**src/rtl/pipeline_stall_controller.sv**
```systemverilog
// Stall/flush sequencer for the 5-stage RV32 pipeline.
// Registered FSM arbitrating load-use, branch redirect and dmem wait.
module pipeline_stall_controller #(
    parameter int FLUSH_CYCLES = 2,
    parameter int WAIT_TIMEOUT = 255,
    parameter int CNT_W        = 16
) (
    input  logic             clk,
    input  logic             reset,
    input  logic             load_use_hazard,
    input  logic             branch_taken,
    input  logic             dmem_busy,
    output logic             pc_write_en,
    output logic             ifid_write_en,
    output logic             ifid_flush,
    output logic             idex_write_en,
    output logic             idex_bubble,
    output logic             exmem_write_en,
    output logic [1:0]       state_o,
    output logic [CNT_W-1:0] stall_count,
    output logic             mem_timeout
);

    typedef enum logic [1:0] {
        RUN      = 2'd0,
        BUBBLE   = 2'd1,
        MEM_WAIT = 2'd2,
        FLUSH    = 2'd3
    } state_t;

    localparam logic [2:0]  LP_FL_INIT = 3'(FLUSH_CYCLES - 1);
    localparam logic [15:0] LP_WT      = 16'(WAIT_TIMEOUT);
    localparam logic [15:0] LP_WT_M1   = 16'(WAIT_TIMEOUT - 1);

    state_t           r_state;
    logic [2:0]       r_flush_left;
    logic             r_pending;
    logic [15:0]      r_wait_cnt;
    logic [CNT_W-1:0] r_stall_count;
    logic             r_mem_timeout;

    state_t           w_state_nx;
    logic [2:0]       w_flush_left_nx;
    logic             w_pending_nx;
    logic [15:0]      w_wait_cnt_nx;
    logic             w_timeout_hit;

    assign w_timeout_hit = (r_state == MEM_WAIT) && dmem_busy
                           && (r_wait_cnt >= LP_WT_M1);

    // State and debug registers; reset dominates everything
    always_ff @(posedge clk) begin
        if (reset) begin
            r_state       <= RUN;
            r_flush_left  <= '0;
            r_pending     <= 1'b0;
            r_wait_cnt    <= '0;
            r_stall_count <= '0;
            r_mem_timeout <= 1'b0;
        end else begin
            r_state      <= w_state_nx;
            r_flush_left <= w_flush_left_nx;
            r_pending    <= w_pending_nx;
            r_wait_cnt   <= w_wait_cnt_nx;
            if (r_state != RUN && r_stall_count != {CNT_W{1'b1}})
                r_stall_count <= r_stall_count + 1'b1;
            if (w_timeout_hit)
                r_mem_timeout <= 1'b1;
        end
    end

    // Next-state: dmem_busy > branch_taken > load_use_hazard
    always_comb begin
        w_state_nx      = r_state;
        w_flush_left_nx = r_flush_left;
        w_pending_nx    = r_pending;
        w_wait_cnt_nx   = '0;
        unique case (r_state)
            RUN, BUBBLE: begin
                if (dmem_busy) begin
                    w_state_nx = MEM_WAIT;
                    if (branch_taken) begin
                        w_pending_nx    = 1'b1;
                        w_flush_left_nx = LP_FL_INIT;
                    end
                end else if (branch_taken) begin
                    w_state_nx      = FLUSH;
                    w_flush_left_nx = LP_FL_INIT;
                end else if (load_use_hazard && r_state == RUN) begin
                    w_state_nx = BUBBLE;
                end else begin
                    w_state_nx = RUN;
                end
            end
            MEM_WAIT: begin
                if (dmem_busy) begin
                    w_wait_cnt_nx = (r_wait_cnt < LP_WT)
                                    ? r_wait_cnt + 16'd1 : r_wait_cnt;
                    // A saved (interrupted) flush keeps its remaining count
                    if (branch_taken && !r_pending) begin
                        w_pending_nx    = 1'b1;
                        w_flush_left_nx = LP_FL_INIT;
                    end
                end else if (r_pending) begin
                    w_state_nx   = FLUSH;
                    w_pending_nx = 1'b0;
                end else if (branch_taken) begin
                    w_state_nx      = FLUSH;
                    w_flush_left_nx = LP_FL_INIT;
                end else begin
                    w_state_nx = RUN;
                end
            end
            FLUSH: begin
                if (dmem_busy) begin
                    w_state_nx   = MEM_WAIT;
                    w_pending_nx = 1'b1;
                end else if (r_flush_left == 3'd0) begin
                    w_state_nx = RUN;
                end else begin
                    w_flush_left_nx = r_flush_left - 3'd1;
                end
            end
        endcase
    end

    // Pipeline-register controls decoded from registered state only
    always_comb begin
        pc_write_en    = 1'b1;
        ifid_write_en  = 1'b1;
        ifid_flush     = 1'b0;
        idex_write_en  = 1'b1;
        idex_bubble    = 1'b0;
        exmem_write_en = 1'b1;
        unique case (r_state)
            RUN: begin
            end
            BUBBLE: begin
                pc_write_en   = 1'b0;
                ifid_write_en = 1'b0;
                idex_bubble   = 1'b1;
            end
            MEM_WAIT: begin
                pc_write_en    = 1'b0;
                ifid_write_en  = 1'b0;
                idex_write_en  = 1'b0;
                exmem_write_en = 1'b0;
            end
            FLUSH: begin
                ifid_write_en = 1'b0;
                ifid_flush    = 1'b1;
                idex_bubble   = 1'b1;
            end
        endcase
    end

    assign state_o     = r_state;
    assign stall_count = r_stall_count;
    assign mem_timeout = r_mem_timeout;

endmodule

```
**config.mk**
```make
export PLATFORM = sky130hd
export DESIGN_NAME = pipeline_stall_controller
export DESIGN_NICKNAME = d
export VERILOG_FILES = /design/src/rtl/pipeline_stall_controller.sv
export SDC_FILE = /design/constraint.sdc
export NUM_CORES = 1
export LEC_CHECK = 0
export CELL_PAD_IN_SITES_DETAIL_PLACEMENT = 1
export CELL_PAD_IN_SITES_GLOBAL_PLACEMENT = 2
export CORE_AREA = 4 4 88 90
export CTS_CLUSTER_SIZE = 24
export DETAILED_ROUTE_END_ITERATION = 10
export DIE_AREA = 0 0 92 94
export PLACE_DENSITY_LB_ADDON = 0.12
export SETUP_SLACK_MARGIN = 0.4
export SYNTH_ARGS = -nofsm -noshare
export SYNTH_HDL_FRONTEND = slang
export SYNTH_SLANG_ARGS = --single-unit
```
**constraint.sdc**
```tcl
create_clock -name clk -period 1.8 [get_ports clk]
set_input_delay 0.54 -clock clk [delete_from_list [all_inputs] [get_ports clk]]
set_output_delay 0.54 -clock clk [all_outputs]
set_load 0.02 [all_outputs]
```
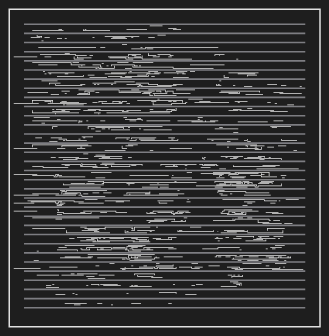
Figure 1: signal wires on met1.
Supply wires on this layer in grey.
289 nets have wire on it. The layer carries 2670 um of wire. The layer holds 45% of the routed length. The wires run mostly horizontal.

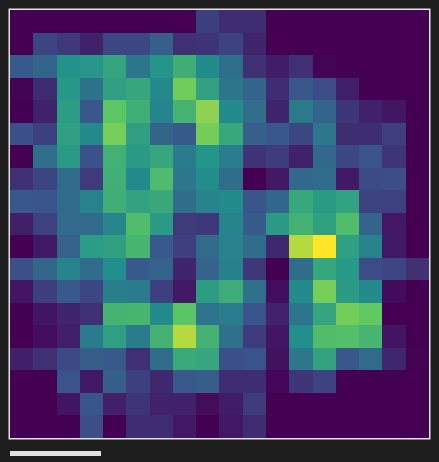
Figure 2: wire density map.
The bar under the picture is 20 um long. The die is cut into 18 by 19 equal tiles; dark purple is low, yellow is high, scaled to the fullest tile. Values are wire area over tile area, all layers added.
23% of the tiles are nearly empty. 20% of the tiles are over half the peak. The emptiest ninth of the die: north-east. The mean over all tiles is 0.10. The fullest tile reaches 0.39.

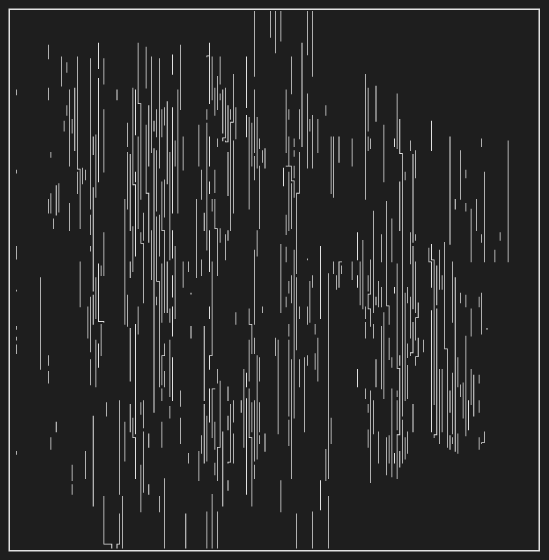
Figure 3: M2 wires.
The layer holds 52% of the routed length. 285 nets have wire on it. The longest straight run is 45.9 um. The layer carries 3050 um of wire.

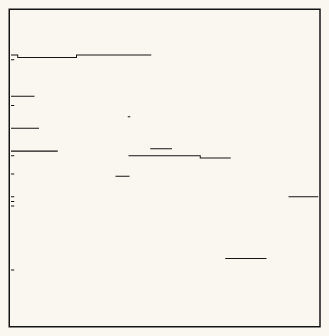
Figure 4: the metal 3 layer.
The layer holds 2.3% of the routed length. The layer carries 138 um of wire. 15 nets have wire on it.

==> Slide: Implementation Results <==
Implementation Results

Timing
  • Worst clock skew: 0.00644 ns
  • Setup total negative slack: 0 ns
  • Peak Freq: 566 MHz
  • Period Utilization, post-route: 0.982
  • Final min period: 1.77 ns
  • Worst Tran Pin Value: 0.333 ns
  • Setup Viol. Count Final: 0
  • RSZ-0062 raised after global routing: yes

Logic synthesis
  • Number of enable flip-flop cells: 0
  • Synthesized cell area: 1990 um^2
  • Ys async rst share: 0
  • Synth cell types: 49
  • Synth Seq Share: 0.393
  • Synth Register Bits: 39
  • Syn avg cell area: 8.99 um^2
  • Yosys warning total: 0
  • Syn nets: 236
  • Top FF cell, synth: dfxtp_1

Global route
  • Largest net degree at the start of global routing: 18
  • First-pass GRT wire length: 9470 um
  • GRT Util Overall: 0.134
  • GRT Residual Overflow: 0
  • Vias in the first global route: 1961

Clock network
  • H-tree depth: 2
  • CTS Buffer Depth: 2
  • # clock sinks: 39
  • Insertion delay to the later sink of the worst-skew pair: 0.29 ns
  • CTS clk-pin slew, worst paths: 0.08 ns
  • CTS tree: done
  • CTS root buffer: clkbuf_8

Worst setup path
  • Worst setup EP type: output port
  • CP max-delay cell: dfxtp_4
  • Slowest stage delay, CP: 0.38 ns
  • Startpoint Class: register
  • Reg2reg path depth: 5
  • R2r setup slk: 0.07 ns
  • Worst-path maximum fanout: 5
  • CP cell instances: ha_2 -> or2_4 -> buf_6

Placement
  • Port buffer count: 29
  • Gpl congestion: 0.732
  • DP Cell Count: 360

Min path
  • Hold path start: r_wait_cnt[5]$_SDFFE_PP0N_
  • Hold EP: r_wait_cnt[5]$_SDFFE_PP0N_
  • HP Class: register to register

Power
  • Power per Cell Area: 640 nW/um^2
  • Combinational power share: 0.246
  • Switching Fraction: 0.271
  • Internal: 1.61 mW
  • Switch Pwr: 596 uW
  • Clock power frac: 0.346
  • Flop pwr share: 0.408
  • Pleak: 1.38 nW

Cells and area
  • Top cell excl fill/tap: buf_6
  • ANT cells: 0

Drt
  • Via/cell ratio: 5.01
  • Met1 wire length: 2670 um
  • DRT Pass-1 Iters: 4
  • Post-DRT Antenna Nets: 0
  • Wire length on met2: 3050 um
  • Detailed-route DRC error count: 0

Die
  • Die Span X: 92 um
  • Die Span Y: 94 um
  • Ports: 30
  • Die Area: 8650 um^2
  • # rows: 31

Job
  • Count of tool warnings: 34

Outcome
  • Status: finished, final reports clean
## how the worst max path moves through the flow
stage	to	slack [ns]	depth (start not counted)
after floorplan	stall_count[11]$_SDFFE_PP0P_	0.07	6
after global placement	idex_bubble	-0.10	4
after detailed placement	state_o[0]$_SDFFE_PP0P_	-0.15	5
after CTS	idex_bubble	0.02	3
after global routing	idex_bubble	-0.01	4
final	idex_bubble	0.03	3
## per-layer routing
| layer | up-vias | GRT usage |
|---|---|---|
| li1 | 982 | - |
| met1 | 977 | 0.170 |
| met2 | 19 | 0.228 |
| met4 | 0 | 0.0408 |
| met5 | - | 0 |
| met3 | 5 | 0.0288 |
## cells in the mapped netlist (2+ instances only)
master,n,share of area
a211oi_1,4,0.015
a21oi_1,16,0.040
a2bb2oi_1,3,0.013
a311oi_1,3,0.013
a31oi_1,2,0.0063
and2_1,9,0.028
and3_1,2,0.0063
and4_1,4,0.018
buf_6,2,0.011
clkbuf_1,6,0.011
dfxtp_1,39,0.39
ha_1,10,0.063
inv_1,12,0.023
mux2_2,2,0.011
mux2i_1,2,0.010
nand2_1,8,0.015
nand3_1,10,0.025
nand4_1,5,0.016
nor2_1,14,0.026
nor2b_1,7,0.022
nor3_1,7,0.018
nor4_1,4,0.013
o21ai_0,7,0.018
o22ai_1,3,0.0094
o31ai_1,3,0.011
o41ai_1,3,0.013
or2_2,3,0.0094
or3_1,4,0.013
or4_1,5,0.019
xnor2_1,3,0.013
## repair_timing
action	in CTS	in global routing
resized	154	95
cloned	0	0
endpoints found under the hold margin	0	0
buffers inserted	15	13
hold buffers	0	0
pin swaps	9	36
endpoints found under the setup margin	64	57
## sequential cells by signal (all words and copies together) (netlist names)
register / cells
mem_timeout: 1
r_flush_left: 3
r_pending: 1
r_wait_cnt: 16
stall_count: 16
state_o: 2
## layout make-up
type                       count  area, um^2  share of cell area
inverter                      12        62.6              0.0182
tap                           99         124              0.0360
multi-input combinational    160        1530               0.445
timing repair buffer          78         748               0.217
sequential                    39         857               0.249
clock buffer                   6        82.6              0.0240
clock inverter                 2        35.0              0.0102
## metrics by stage
stage	setup slack [ns]	instance area, um^2	power (mW)
floorplan	0.0657	2190	1.16
global placement	-0.105	2670	1.31
detailed placement	-0.149	2670	1.31
CTS	0.0213	2980	2.12
global route	-0.0104	3440	2.31
finish	0.0322	3440	2.20
## critical path, delay by kind of cell, from the launching register on
family                   cells  cell delay (ns)
flip-flops                   1             0.38
buffers and inverters        1             0.13
adder cells (fa/ha/maj)      1             0.19
AND/OR/NAND/NOR              1             0.24
## power groups by stage
stage          clock [mW]  combinational, mW  sequential, mW
2_1_floorplan           0              0.209           0.947
5_1_grt             0.820              0.588           0.905
4_1_cts             0.796              0.420           0.901
3_3_place_gp            0              0.372           0.933
3_5_place_dp            0              0.372           0.934
6_report            0.762              0.542           0.900
## cells by family after synthesis
group / count (synthesis) / synth area share
flops: 39 / 0.393
compound gates: 51 / 0.176
fa+ha+maj: 10 / 0.0630
simple gates: 91 / 0.276
buf+inv: 22 / 0.0516
mux: 5 / 0.0271
xor+xnor: 3 / 0.0132
Power figures rest on the tool's default switching activity, not on a simulated workload.
